**src/rtl/csa_multibyte_seq_if.sv**
```systemverilog
`default_nettype none
// ============================================================================
// Module      : csa_multibyte_seq_if
// Description : Request/result handshake bundle for the byte-serial adder.
// Revision    : 1.0 - initial release
// ============================================================================
interface csa_multibyte_seq_if #(
   parameter int NBYTES = 4
);
   localparam int c_width = 8 * NBYTES;

   logic               start_valid;
   logic               start_ready;
   logic [c_width-1:0] a_in;
   logic [c_width-1:0] b_in;
   logic               c_in;
   logic               sub;
   logic               result_valid;
   logic               result_ready;
   logic [c_width-1:0] sum;
   logic               c_out;
   logic               busy;

   modport master (
      output start_valid, a_in, b_in, c_in, sub, result_ready,
      input  start_ready, result_valid, sum, c_out, busy
   );

   modport slave (
      input  start_valid, a_in, b_in, c_in, sub, result_ready,
      output start_ready, result_valid, sum, c_out, busy
   );
endinterface
`default_nettype wire

```
**src/rtl/csa_multibyte_seq.sv**
```systemverilog
`default_nettype none
// ============================================================================
// Module      : csa_multibyte_seq
// Description : Byte-serial add/subtract through one 8-bit carry-select slice.
// Revision    : 1.0 - initial release
// ============================================================================
module csa_multibyte_seq #(
   parameter int NBYTES = 4
) (
   input logic                clk,
   input logic                reset,
   csa_multibyte_seq_if.slave bus
);
   localparam int c_width = 8 * NBYTES;
   localparam int c_cnt_w = (NBYTES > 1) ? $clog2(NBYTES) : 1;
   localparam logic [c_cnt_w-1:0] c_last = c_cnt_w'(NBYTES - 1);

   localparam logic [1:0] c_idle = 2'd0;
   localparam logic [1:0] c_run  = 2'd1;
   localparam logic [1:0] c_done = 2'd2;

   logic [1:0]         r_state;
   logic [1:0]         w_next_state;
   logic [c_width-1:0] r_a;
   logic [c_width-1:0] r_b;
   logic [c_width-1:0] r_sum;
   logic               r_c_out;
   logic               r_carry;
   logic [c_cnt_w-1:0] r_cnt;

   logic               w_start_ready;
   logic               w_result_valid;
   logic               w_busy;
   logic               w_accept;
   logic               w_last;
   logic [7:0]         w_byte_a;
   logic [7:0]         w_byte_b;
   logic [4:0]         w_lo;
   logic [3:0]         w_hi0;
   logic [3:0]         w_hi1;
   logic [7:0]         w_s;
   logic               w_carry_next;

   assign w_accept = bus.start_valid && w_start_ready;
   assign w_last   = (r_cnt == c_last);
   assign w_byte_a = r_a[{r_cnt, 3'b000} +: 8];
   assign w_byte_b = r_b[{r_cnt, 3'b000} +: 8];

   // Carry-select slice: low nibble ripples, both high-nibble sums are ready in parallel.
   assign w_lo  = {1'b0, w_byte_a[3:0]} + {1'b0, w_byte_b[3:0]} + {4'b0000, r_carry};
   assign w_hi0 = w_byte_a[7:4] + w_byte_b[7:4];
   assign w_hi1 = w_byte_a[7:4] + w_byte_b[7:4] + 4'd1;
   assign w_s   = {(w_lo[4] ? w_hi1 : w_hi0), w_lo[3:0]};

   // The slice has no carry-out; recover it from the MSB operands and sum bit.
   assign w_carry_next = (w_byte_a[7] & w_byte_b[7]) |
                         ((w_byte_a[7] ^ w_byte_b[7]) & ~w_s[7]);

   always_ff @(posedge clk or posedge reset) begin
      if (reset) begin
         r_state <= c_idle;
      end else begin
         r_state <= w_next_state;
      end
   end

   always_comb begin
      w_next_state = r_state;
      case (r_state)
         c_idle:  if (w_accept) w_next_state = c_run;
         c_run:   if (w_last) w_next_state = c_done;
         c_done:  if (bus.result_ready) w_next_state = bus.start_valid ? c_run : c_idle;
         default: w_next_state = c_idle;
      endcase
   end

   always_comb begin
      w_start_ready  = 1'b0;
      w_result_valid = 1'b0;
      w_busy         = 1'b1;
      case (r_state)
         c_idle: begin
            w_start_ready = 1'b1;
            w_busy        = 1'b0;
         end
         c_done: begin
            w_start_ready  = bus.result_ready;
            w_result_valid = 1'b1;
         end
         default: ;
      endcase
   end

   always_ff @(posedge clk or posedge reset) begin
      if (reset) begin
         r_a     <= '0;
         r_b     <= '0;
         r_sum   <= '0;
         r_c_out <= 1'b0;
         r_carry <= 1'b0;
         r_cnt   <= '0;
      end else if (w_accept) begin
         r_a     <= bus.a_in;
         r_b     <= bus.sub ? ~bus.b_in : bus.b_in;
         r_carry <= bus.sub | bus.c_in;
         r_cnt   <= '0;
      end else if (r_state == c_run) begin
         r_sum[{r_cnt, 3'b000} +: 8] <= w_s;
         r_carry                     <= w_carry_next;
         if (w_last) begin
            r_c_out <= w_carry_next;
         end else begin
            r_cnt <= r_cnt + c_cnt_w'(1);
         end
      end
   end

   assign bus.start_ready  = w_start_ready;
   assign bus.result_valid = w_result_valid;
   assign bus.busy         = w_busy;
   assign bus.sum          = r_sum;
   assign bus.c_out        = r_c_out;
endmodule
`default_nettype wire
```
**src/flat_wrapper.sv**
```systemverilog
// flat-port wrapper written by rule: the top's interface ports become plain ports
module csa_multibyte_seq_flat 
#(
   parameter int NBYTES = 4
)
  (clk, reset, bus_start_valid, bus_a_in, bus_b_in, bus_c_in, bus_sub, bus_result_ready, bus_start_ready, bus_result_valid, bus_sum, bus_c_out, bus_busy);
  csa_multibyte_seq_if #(.NBYTES(NBYTES)) bus_i ();
  input logic clk;
  input logic reset;
  input wire logic [$bits(bus_i.start_valid)-1:0] bus_start_valid;
  input wire logic [$bits(bus_i.a_in)-1:0] bus_a_in;
  input wire logic [$bits(bus_i.b_in)-1:0] bus_b_in;
  input wire logic [$bits(bus_i.c_in)-1:0] bus_c_in;
  input wire logic [$bits(bus_i.sub)-1:0] bus_sub;
  input wire logic [$bits(bus_i.result_ready)-1:0] bus_result_ready;
  output wire logic [$bits(bus_i.start_ready)-1:0] bus_start_ready;
  output wire logic [$bits(bus_i.result_valid)-1:0] bus_result_valid;
  output wire logic [$bits(bus_i.sum)-1:0] bus_sum;
  output wire logic [$bits(bus_i.c_out)-1:0] bus_c_out;
  output wire logic [$bits(bus_i.busy)-1:0] bus_busy;
  assign bus_i.start_valid = bus_start_valid;
  assign bus_i.a_in = bus_a_in;
  assign bus_i.b_in = bus_b_in;
  assign bus_i.c_in = bus_c_in;
  assign bus_i.sub = bus_sub;
  assign bus_i.result_ready = bus_result_ready;
  assign bus_start_ready = bus_i.start_ready;
  assign bus_result_valid = bus_i.result_valid;
  assign bus_sum = bus_i.sum;
  assign bus_c_out = bus_i.c_out;
  assign bus_busy = bus_i.busy;
  csa_multibyte_seq #(.NBYTES(NBYTES)) u_core (.clk(clk), .reset(reset), .bus(bus_i));
endmodule
```
**config.mk**
```make
export PLATFORM = sky130hd
export DESIGN_NAME = csa_multibyte_seq_flat
export DESIGN_NICKNAME = d
export VERILOG_FILES = /design/src/rtl/csa_multibyte_seq_if.sv /design/src/rtl/csa_multibyte_seq.sv /design/src/flat_wrapper.sv
export SDC_FILE = /design/constraint.sdc
export NUM_CORES = 1
export LEC_CHECK = 0
export CAP_MARGIN = 10
export CELL_PAD_IN_SITES_DETAIL_PLACEMENT = 1
export CELL_PAD_IN_SITES_GLOBAL_PLACEMENT = 2
export CORE_MARGIN = 4
export CORE_UTILIZATION = 36
export DETAILED_ROUTE_END_ITERATION = 16
export GPL_TIMING_DRIVEN = 1
export PLACE_DENSITY = 0.92
export RECOVER_POWER = 25
export SLEW_MARGIN = 0
export SYNTH_ARGS = -nofsm -noshare
export SYNTH_HDL_FRONTEND = slang
export SYNTH_SLANG_ARGS = --single-unit
```
**constraint.sdc**
```tcl
create_clock -name clk -period 5.7 [get_ports clk]
set_input_delay 0.855 -clock clk [delete_from_list [all_inputs] [get_ports clk]]
set_output_delay 0.855 -clock clk [all_outputs]
set_load 0.03 [all_outputs]
```
==> summary.txt, run 1 <==
run metrics: max-slew violation count 94, Yosys cell types 37, Remaining Overflow, GRT 0, number of fill cells 1,396, initial cell density of the core 36.90%, CTS tree done, DP HPWL 9.396 mm, Fin. Hold Viols 0, setup TNS 0 ns, delay-heaviest family, CP flip-flops, clock share of power 14.0%, H-tree lvl count 3, detailed-route via count 3,370, Pwr top combinational cells, Tcrit/Tclk final 68.70%, most frequent cells after synthesis dfrtp_1 (102), nor2_1 (38), a21oi_1 (35), xnor2_1 (35), mux2_1 (32), cts bufs inserted 9, Syn-to-layout area delta 30.14%, Worst R2R Path Depth 10, FMAX 255.4 MHz, # diodes 0, Critical Path Sink u_core.bus.sum[15], cell internal pwr 2.395 mW, multiplexer share of the synthesized area 15.16%, Post-DP Area 0.006085 sq mm, Clock group 595 uW, slew margin rel. -44.90%, number of global-route vias before repair 3,789, RSZ-0062 raised after global routing no, CTS resizes 0, Die Width 124.5 um, aoi share 9.449%, Pleak 2.593 nW, outcome finished, violations left, Top cell area share 52.24%, CTS Root Buffer Type clkbuf_16, Tot Pwr 4.242 mW, Synth Net Count 484, Vias/cell 4.978, Comb power 2.36 mW, crit start category flip-flop, Worst EP arrival 4.15 ns, sw frac 43.53%, total of max-cap violations 2, Crit. End Element flip-flop, Seq share, synth 52.24%, setup ws final 1.784 ns, XOR Share, Synth 7.657%, prevailing post-synth register cell dfrtp_1, combinational fraction of design power 55.6%, Yosys top cell by area dfrtp_1, Total Nets Final 583, WS Path Type flip-flop to flip-flop, Ports 106, Crit path required time 5.93 ns, total die size 0.01550 sq mm, Flop pwr share 30.3%, register cell area after layout 0.002552 sq mm, RePlAce Congestion 0.8204, worst r2r src u_core.r_cnt[0], area reported by Yosys stat 0.004886 sq mm, fin crit period 3.916 ns, total tool warning count 31, Sw Pwr 1.847 mW, largest net degree at the start of global routing 60, CTS clk-pin slew, worst paths 0.06 ns, Late-Pin Clk Latency 0.34 ns, Top cell by count, worst path fa_1, detailed router's first-iteration violation count 204, Comb gate area 0.002215 sq mm, violated checks capacitance limit, slew limit, Hold Path Class flip-flop to flip-flop, most instantiated logic cells after routing clkdlybuf4s50_1 (102), dfrtp_1 (102), nor2_1 (38), a21oi_1 (35), xnor2_1 (35), setup repair bufs after CTS 0, yosys adder share 4.814%
## run 1: metal layers
layer | vias up | share of wire [%] | track usage [%]
met5 | - | 0 | 0
met4 | 0 | 2.6 | 6.383
met3 | 25 | 5.4 | 4.846
met2 | 87 | 49 | 27.32
met1 | 1678 | 43 | 20.57
li1 | 1580 | - | -
## run 1: cell type report
| class | count | area share [%] |
|---|---|---|
| Sequential cell | 102 | 40.14 |
| Clock buffer | 11 | 3.660 |
| Timing Repair Buffer | 108 | 16.75 |
| Multi-Input combinational cell | 269 | 34.83 |
| Inverter | 6 | 0.3739 |
| Clock inverter | 5 | 0.7871 |
| Tap cell | 176 | 3.463 |
==> run_1/final_congestion.png <==
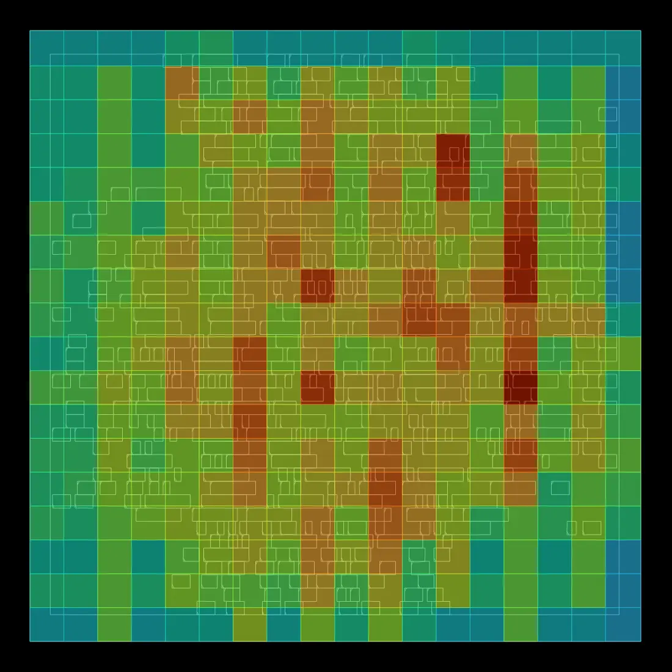
GRT Total Usage: 16.57%
Wirelength per Cell: 18.17 um
Global Route met2 Usage: 27.32%
met3 Usage GRT: 4.846%

==> run_1/registers.png <==
Other sequential cells in the stronger gray, the rest of the logic in the fainter gray.
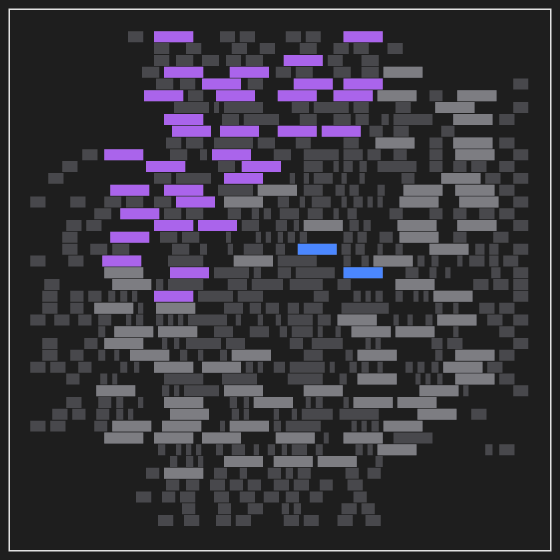
Key: `u_core.r_a` = purple [placed flops 32]; `u_core.r_state` = blue [placed flops 2]
Another 68 sequential cells are not colored.

==> run_1/clock_map.png <==
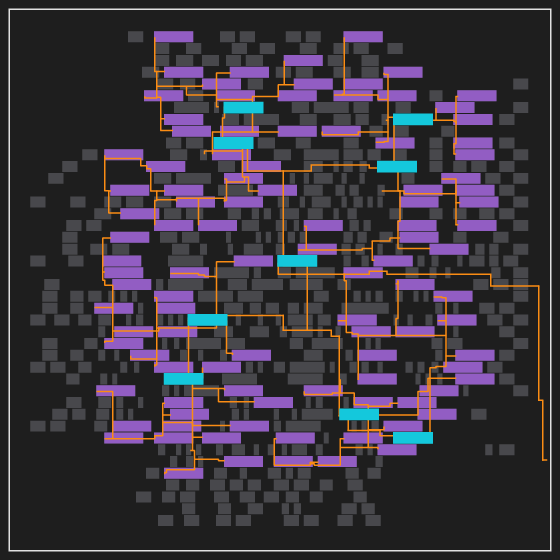
Key: flip-flops = purple [count 102]; cells driving clock nets = cyan [count 9]; clock wires = orange [length 1,200 um]
There are 10 routed clock nets.

==> run_1/met1.png <==
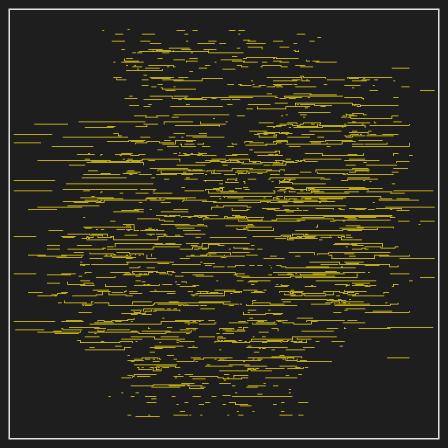
The wires run mostly horizontal. The layer carries 5,270 um of wire. 516 nets have wire on it.

==> run_1/port_nets.png <==
The bar under the picture is 20 um long.
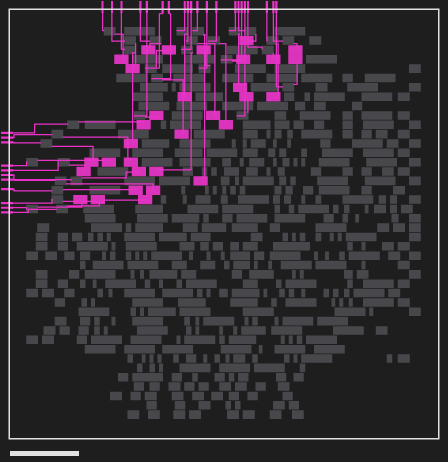

==> run 1 -> run 2 <==
--- a/config.mk
+++ b/config.mk
@@ -9,10 +9,10 @@
 export CELL_PAD_IN_SITES_DETAIL_PLACEMENT = 1
 export CELL_PAD_IN_SITES_GLOBAL_PLACEMENT = 2
 export CORE_MARGIN = 4
-export CORE_UTILIZATION = 36
+export CORE_UTILIZATION = 30
 export DETAILED_ROUTE_END_ITERATION = 16
 export GPL_TIMING_DRIVEN = 1
-export PLACE_DENSITY = 0.92
+export PLACE_DENSITY = 0.83
 export RECOVER_POWER = 25
 export SLEW_MARGIN = 0
 export SYNTH_ARGS = -nofsm -noshare
==> constraint.sdc (replaced) <==
create_clock -name clk -period 3.2 [get_ports clk]
set_input_delay 0.48 -clock clk [delete_from_list [all_inputs] [get_ports clk]]
set_output_delay 0.48 -clock clk [all_outputs]
set_load 0.03 [all_outputs]
==> run_2/port_nets.png <==
The bar under the picture is 50 um long.
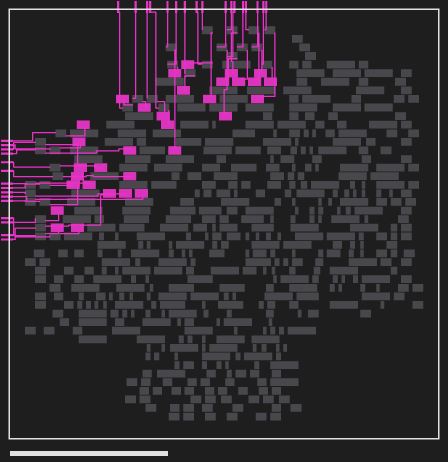
Key: `bus_a_in` = magenta [bits 32, direction input, edge 17 top, 15 left, end cells 32, wire 906 um]

==> summary.txt, run 2 <==
run metrics: Flop pwr share 29.5% (was 30.3%), Worst EP arrival 3.25 ns (was 4.15 ns), H-tree lvl count 3 (unchanged), combinational fraction of design power 56.6% (was 55.6%), slew margin rel. 4.746% (was -44.90%), layout cells sized above 1 9.901% (was 8.383%), Total Nets Final 587 (was 583), detailed router's first-iteration violation count 132 (was 204), Post-DP Area 0.006190 sq mm (was 0.006085 sq mm), Largest cell class sequential cells (unchanged), detailed-route via count 3,395 (was 3,370), Hold Path Class flip-flop to flip-flop (unchanged), Critical Path Sink u_core.bus.sum[23] (was u_core.bus.sum[15]), CTS clk-pin slew, worst paths 0.08 ns (was 0.06 ns), Crit. End Element flip-flop (unchanged), setup TNS 0 ns (unchanged), Worst R2R Path Depth 8 (was 10), clk tree area frac 4.426% (was 4.447%), Vias/cell 4.709 (was 4.978), cts bufs inserted 9 (unchanged), most instantiated logic cells after routing clkdlybuf4s50_1 (103), dfrtp_1 (102), nor2_1 (38), a21oi_1 (35), xnor2_1 (35) (was clkdlybuf4s50_1 (102), dfrtp_1 (102), nor2_1 (38), a21oi_1 (35), xnor2_1 (35)), cell internal pwr 4.251 mW (was 2.395 mW), # Taps 216 (was 176), Ports 106 (unchanged), Remaining Overflow, GRT 0 (unchanged), number of global-route vias before repair 3,877 (was 3,789), number of fill cells 1,715 (was 1,396), max-slew violation count 0 (was 94), # diodes 0 (unchanged), CTS Root Buffer Type clkbuf_16 (unchanged), DP HPWL 9.868 mm (was 9.396 mm), flops & latches, synth 102 (unchanged), total of max-cap violations 0 (was 2), setup repair bufs after CTS 0 (unchanged), register cell area after layout 0.002552 sq mm (unchanged), total die size 0.01839 sq mm (was 0.01550 sq mm), Comb power 4.32 mW (was 2.36 mW), setup ws final 0.1921 ns (was 1.784 ns), logic share of the area 34.27% (was 34.83%), CTS resizes 0 (unchanged), Pwr top combinational cells (unchanged), outcome finished clean (was finished, violations left), Comb gate area 0.002218 sq mm (was 0.002215 sq mm), Non-clk invs 6 (unchanged), delay-heaviest family, CP XOR/XNOR gates (was flip-flops), clock share of power 13.9% (was 14.0%), most frequent cells after synthesis dfrtp_1 (102), nor2_1 (38), a21oi_1 (35), xnor2_1 (35), mux2_1 (32) (unchanged), crit start category flip-flop (unchanged), Yosys cell types 37 (unchanged), Synth Net Count 484 (unchanged), Die Width 135.6 um (was 124.5 um), FMAX 332.5 MHz (was 255.4 MHz), Top cell area share 52.24% (unchanged), Crit path required time 3.45 ns (was 5.93 ns), GRT Total Usage 14.36% (was 16.57%), Sw Pwr 3.387 mW (was 1.847 mW), Tcrit/Tclk final 94.00% (was 68.70%), Fin. Hold Viols 0 (unchanged), CTS tree done (unchanged), buffering overhead 17.36% (was 16.75%), RSZ-0062 raised after global routing no (unchanged), sw frac 44.34% (was 43.53%), Wirelength per Cell 17.52 um (was 18.17 um), Syn-to-layout area delta 32.50% (was 30.14%), WS Path Type flip-flop to flip-flop (unchanged)
==> run_2/met1.png <==
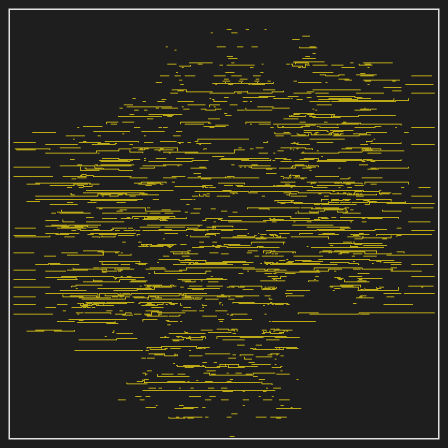
The longest straight run is 41.9 um. The layer holds 44% of the routed length. 532 nets have wire on it. The layer carries 5,600 um of wire.

==> run 2: netlist changes by cell type in the layout (fill, tap and decap cells not counted), moves of 2 or more <==
cell      previous run  this run
inv_6                0         5
clkinv_2             4         0
clkinv_4             0         2
clkbuf_1             3         0
buf_4                2         5
buf_12               0         2
==> run 2: cell families after synthesis <==
family	share of synthesized area (%)
mux	15.16
compound gates	9.450
fa+ha+maj	4.814
xor+xnor	7.657
flops	52.24
buf+inv	2.433
simple gates	8.246
==> run 2: per-layer routing <==
metal | global-route usage [%] | vias to the layer above | wire length (um)
li1 | - | 1599 | -
met1 | 18.02 | 1701 | 5604
met2 | 24.89 | 84 | 6350
met3 | 3.938 | 11 | 562
met4 | 3.024 | 0 | 112
met5 | 0 | - | 0
==> run 2 -> run 3 <==
--- a/config.mk
+++ b/config.mk
@@ -14,7 +14,7 @@
 export GPL_TIMING_DRIVEN = 1
 export PLACE_DENSITY = 0.83
 export RECOVER_POWER = 25
-export SLEW_MARGIN = 0
+export SLEW_MARGIN = 20
 export SYNTH_ARGS = -nofsm -noshare
 export SYNTH_HDL_FRONTEND = slang
 export SYNTH_SLANG_ARGS = --single-unit
==> run_3/port_nets.png <==
The bar under the picture is 50 um long.
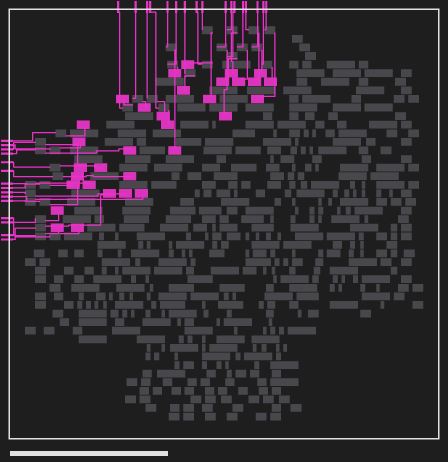
Key: `bus_a_in` = magenta [bits 32, direction input, edge 17 top, 15 left, end cells 32, wire 906 um]

==> summary.txt, run 3 <==
run metrics: Worst R2R Path Depth 8 (unchanged), outcome finished clean (unchanged), Top cell area share 52.24% (unchanged), number of global-route vias before repair 3,877 (unchanged), Hold Path Class flip-flop to flip-flop (unchanged), Crit. End Element flip-flop (unchanged), Yosys top cell by area dfrtp_1 (unchanged), Global Route met2 Usage 24.89% (unchanged), most instantiated logic cells after routing clkdlybuf4s50_1 (103), dfrtp_1 (102), nor2_1 (38), a21oi_1 (35), xnor2_1 (35) (unchanged), Pleak 2.626 nW (unchanged), setup TNS 0 ns (unchanged), Comb gate area 0.002218 sq mm (unchanged), initial cell density of the core 30.65% (unchanged), Pwr top combinational cells (unchanged), worst r2r src u_core.r_cnt[0] (unchanged), Seq/total area 39.43% (unchanged), detailed-route via count 3,395 (unchanged), # Taps 216 (unchanged), setup ws final 0.1921 ns (unchanged), most frequent cells after synthesis dfrtp_1 (102), nor2_1 (38), a21oi_1 (35), xnor2_1 (35), mux2_1 (32) (unchanged), delay-heaviest family, CP XOR/XNOR gates (unchanged), Synth Net Count 484 (unchanged), Clock group 1.06 mW (about the same), H-tree lvl count 3 (unchanged), yosys adder share 4.814% (unchanged), aoi share 9.449% (unchanged), Dominant comb cell multiplexers (unchanged), Late-Pin Clk Latency 0.35 ns (about the same), met3 Usage GRT 3.938% (unchanged), Crit path required time 3.45 ns (about the same), RePlAce Congestion 0.7669 (unchanged), flops & latches, synth 102 (unchanged), logic share of the area 34.27% (unchanged), Seq share, synth 52.24% (unchanged), GRT Max-Usage Layer met2 (unchanged)
==> run_3/met1.png <==
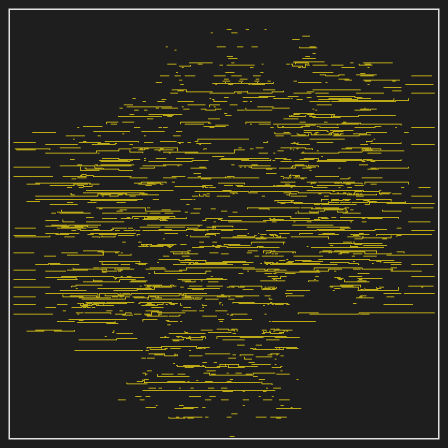
The longest straight run is 41.9 um. 532 nets have wire on it. The wires run mostly horizontal.

run 3: cell counts after synthesis:
Identical to the previous run, type by type.
run 3: worst max-delay path by stage:
stage,from,to,slack [ns]
2_1_floorplan,reset,u_core.bus.c_out,0.04
3_5_place_dp,u_core.r_cnt[0],u_core.bus.sum[7],0.19
5_1_grt,u_core.r_cnt[0],u_core.bus.sum[23],0.06
4_1_cts,u_core.r_cnt[0],u_core.bus.sum[7],0.17
3_3_place_gp,u_core.r_cnt[0],u_core.bus.sum[7],0.29
6_report,u_core.r_cnt[0],u_core.bus.sum[23],0.19
run 3: layer usage:
layer  up-vias  routed length, um
met4         0                112
met1      1701               5604
met2        84               6350
met5         -                  0
li1       1599                  -
met3        11                562
No activity file was given, so power comes from the tool's default toggle rates.
